### Floorplan with the power grid, run 1

Scale bar: 50 um. Pins as bars on the die edge.
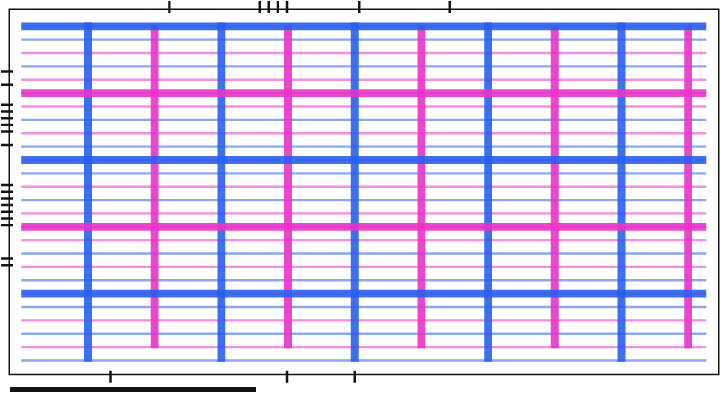
### Cell classes on the final placement, run 1

Scale bar: 50 um.
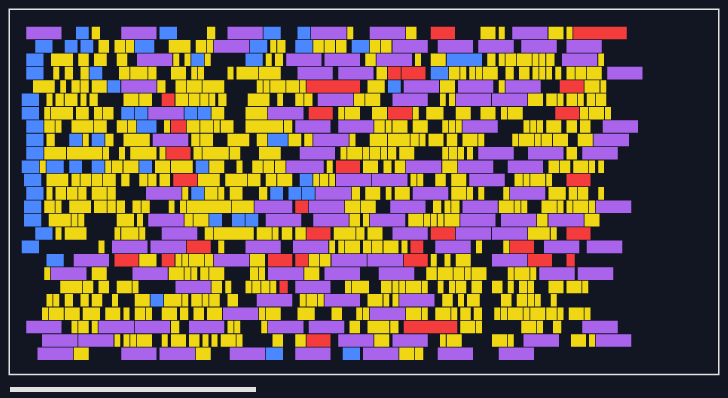
### Clock wires, drivers and flops, run 1

Scale bar: 50 um.
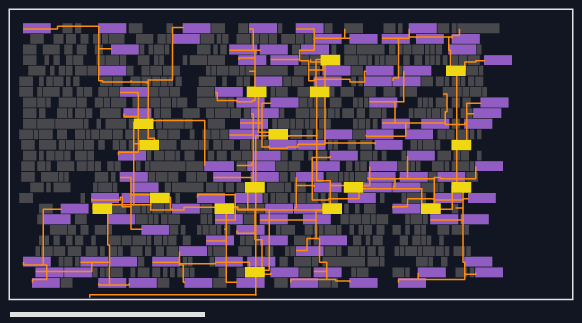
### Metal layers overlaid, run 1

Only two layers are drawn.
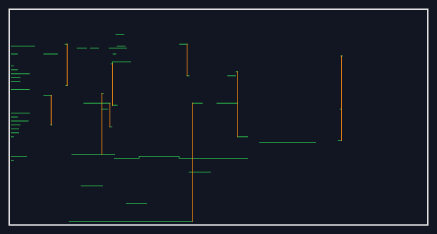
==> config.mk <==
export PLATFORM = sky130hd
export DESIGN_NAME = coin_accumulator
export DESIGN_NICKNAME = d
export VERILOG_FILES = /design/src/rtl/coin_accumulator.sv
export SDC_FILE = /design/constraint.sdc
export NUM_CORES = 1
export LEC_CHECK = 0
export CORE_ASPECT_RATIO = 0.5
export CORE_MARGIN = 2
export CORE_UTILIZATION = 56
export CTS_BUF_LIST = sky130_fd_sc_hd__clkbuf_4 sky130_fd_sc_hd__clkbuf_8
export DETAILED_ROUTE_END_ITERATION = 8
export PLACE_DENSITY = 0.78
export SYNTH_ARGS = -nofsm -noshare
export SYNTH_HDL_FRONTEND = slang
export SYNTH_SLANG_ARGS = --single-unit
export TNS_END_PERCENT = 5
==> constraint.sdc <==
create_clock -name CLK100MHZ -period 2.4 [get_ports CLK100MHZ]
set_input_delay 0.48 -clock CLK100MHZ [delete_from_list [all_inputs] [get_ports CLK100MHZ]]
set_output_delay 0.48 -clock CLK100MHZ [all_outputs]
set_load 0.01 [all_outputs]
==> changes_impl.md, run 1 <==
## Flow update

* Status: finished clean
* Dominant power group: registers
* Worst path arrival time at 2.69 ns
* First-pass GRT wire length at 17.6 mm
* Clock sinks at 115
* Die Y at 74.0 um
* Routing usage on met3 at 5.15%
* Clock-cell share at 6.54%
* Top logic family: simple AND/OR/NAND/NOR gates
* Via/cell ratio at 5.19
* Most numerous cell in the Yosys netlist: nor2_1
* Buffers inserted by post-CTS timing repair at 0
* Worst Hold Depth at 1
* Chip Width at 144 um
* Cells along the critical path: or2_4, nor3b_2, ha_2, fa_2, a211oi_2, o211ai_1, a31oi_1, a2bb2oi_2, buf_6, mux2i_1, nor2_1
* Nonclk buf count at 57
* Stages on worst setup path at 11
* Sw frac at 23.1%
* Final setup margin at 0.0128 ns
* Antenna-violating nets left at 0
* Cell Type Count at 53
* Tap Count at 135
* Routed length on met2 at 4.76 mm
* # fillers at 693
* Initial Util at 58.0%
* # rows at 25
* CTS Buffer Depth at 2
* Max_cap viols at 0
* Vias in the first global route at 4076
* Nets at 731
* Achievable Freq at 0.419 GHz
* Post-synth regs at 115
* Synth top area cells: dfxtp_1, nor2_1, xnor2_1
* Comb area share at 46.5%
* Synth cell count leaders: nor2_1, dfxtp_1, xnor2_1, xor2_1, nand2_1
* Remaining Overflow, GRT at 0
* Power per cell area at 631 mW/mm^2
* Setup violators final at 0
* Cts hold-fix bufs at 0
* Total CTS buffers at 17
* XOR/XNOR Area Share at 12.8%
* Setup TNS at 0 ns
* IO Count at 27
* Placer Congestion at 0.883
* Port Buffers at 26
* H-Tree Depth at 4
* WHS at 0.441 ns
-- 'Floorplan with the power grid' (at the start) --
legend:
  blue:
    net: VSS
  magenta:
    net: VDD
rows: 25
met4 straps: 10
signal pins: 27
core footprint: 0.00948 mm^2
Peak VDD IR: 0.000353 V

-- 'Cell classes on the final placement' (at the start) --
legend:
  red:
    class: clock drivers and dummy loads
    cells: 32
    share_of_their_area: 6.7%
  purple:
    class: sequential cells
    cells: 115
    share_of_their_area: 36%
  yellow:
    class: combinational and other logic
    cells: 500
    share_of_their_area: 49%
  blue:
    class: remaining buffers and delay cells
    cells: 57
    share_of_their_area: 8.1%
post-route cell area: 0.00656 mm^2
Layout Utilization: 69.2%

-- 'Clock wires, drivers and flops' (at the start) --
legend:
  orange:
    item: clock wires
    length: 1390 um
  yellow:
    item: clock drivers
    count: 17
  purple:
    item: flip-flops
    count: 115
routed clock nets: 18
Clock power frac: 45.9%
clock skew: 0.0146 ns

-- 'Metal layers overlaid' (at the start) --
legend:
  green:
    layer: metal 3
    wire_length: 275 um
  orange:
    layer: metal 4
    wire_length: 171 um
overall routing resource usage: 20.6%
vias after detailed routing: 4351
routed length per instance: 12.3 um

==> inputs of run 2 (changes only) <==
--- a/config.mk
+++ b/config.mk
@@ -14,4 +14,4 @@
 export SYNTH_ARGS = -nofsm -noshare
 export SYNTH_HDL_FRONTEND = slang
 export SYNTH_SLANG_ARGS = --single-unit
-export TNS_END_PERCENT = 5
+export TNS_END_PERCENT = 50
### Clock wires, drivers and flops, run 2

Scale bar: 50 um.
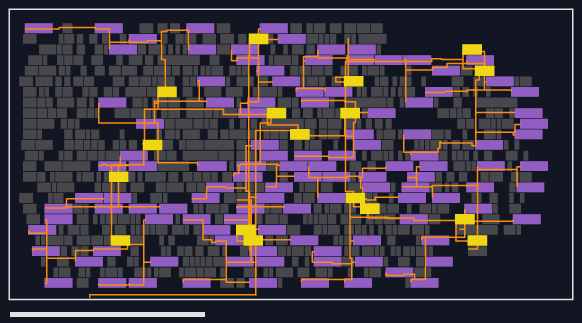
legend:
  orange:
    item: clock wires
    length: 1430 um
  yellow:
    item: clock drivers
    count: 17
  purple:
    item: flip-flops
    count: 115
flops lie: widely spread
routed clock nets: 18
Clock power frac: 48.4%
Latency at later pin: 0.43 ns

==> run 2 against run 1 <==
Compared with the run above: via count rose by 0.69%; final cell count is the same; clock skew decreased by 0.0060 ns; area after synthesis unchanged; register-to-register slack got worse by 0.05 ns; die size unchanged; largest cell class unchanged; combinational power increased by 1%; sequential power barely moved; the run now ends with negative setup slack left.
==> changes_impl.md, run 2 <==
## Flow update

* Status: complete, but fails checks
* Failing checks: negative setup slack
* Max_cap viols at 0 (unchanged)
* Worst path arrival time at 2.76 ns (+0.07 ns)
* Cells along the critical path: or2_4, nor3b_2, ha_2, fa_2, a211oi_2, o211ai_1, a31oi_1, a2bb2oi_2, buf_4, o31ai_1, a32o_1
* Achievable Freq at 0.410 GHz (-2.0%)
* Overall routing resource usage at 21.3% (+0.66 points)
* Remaining Overflow, GRT at 0 (unchanged)
* Setup violators final at 4 (+4)
* Synth cell count leaders: nor2_1, dfxtp_1, xnor2_1, xor2_1, nand2_1
* Routed length on met2 at 4.77 mm (+0.36%)
* Worst Hold Depth at 1 (unchanged)
* Nets at 731 (unchanged)
* Core footprint at 0.00948 mm^2 (unchanged)
* Placer Congestion at 0.819 (-7.3%)
* Cell Type Count at 53 (unchanged)
* Clock skew at 0.00860 ns (-0.00599 ns)
* Power per cell area at 659 mW/mm^2 (+4.4%)
* Routing usage on met3 at 5.47% (+0.32 points)
* H-Tree Depth at 4 (unchanged)
* Clock sinks at 115 (unchanged)
* Initial Util at 58.0% (unchanged)
* Clock-cell share at 7.09% (+0.55 points)
* Chip Width at 144 um (unchanged)
* # rows at 25 (unchanged)
* Final setup margin at -0.0363 ns (-0.0491 ns)
* Total CTS buffers at 17 (unchanged)
* Nonclk buf count at 57 (unchanged)
* WHS at 0.441 ns (+0.000322 ns)
* Die Y at 74.0 um (unchanged)
* XOR/XNOR Area Share at 12.8% (unchanged)
Power and IR drop assume default switching activity.
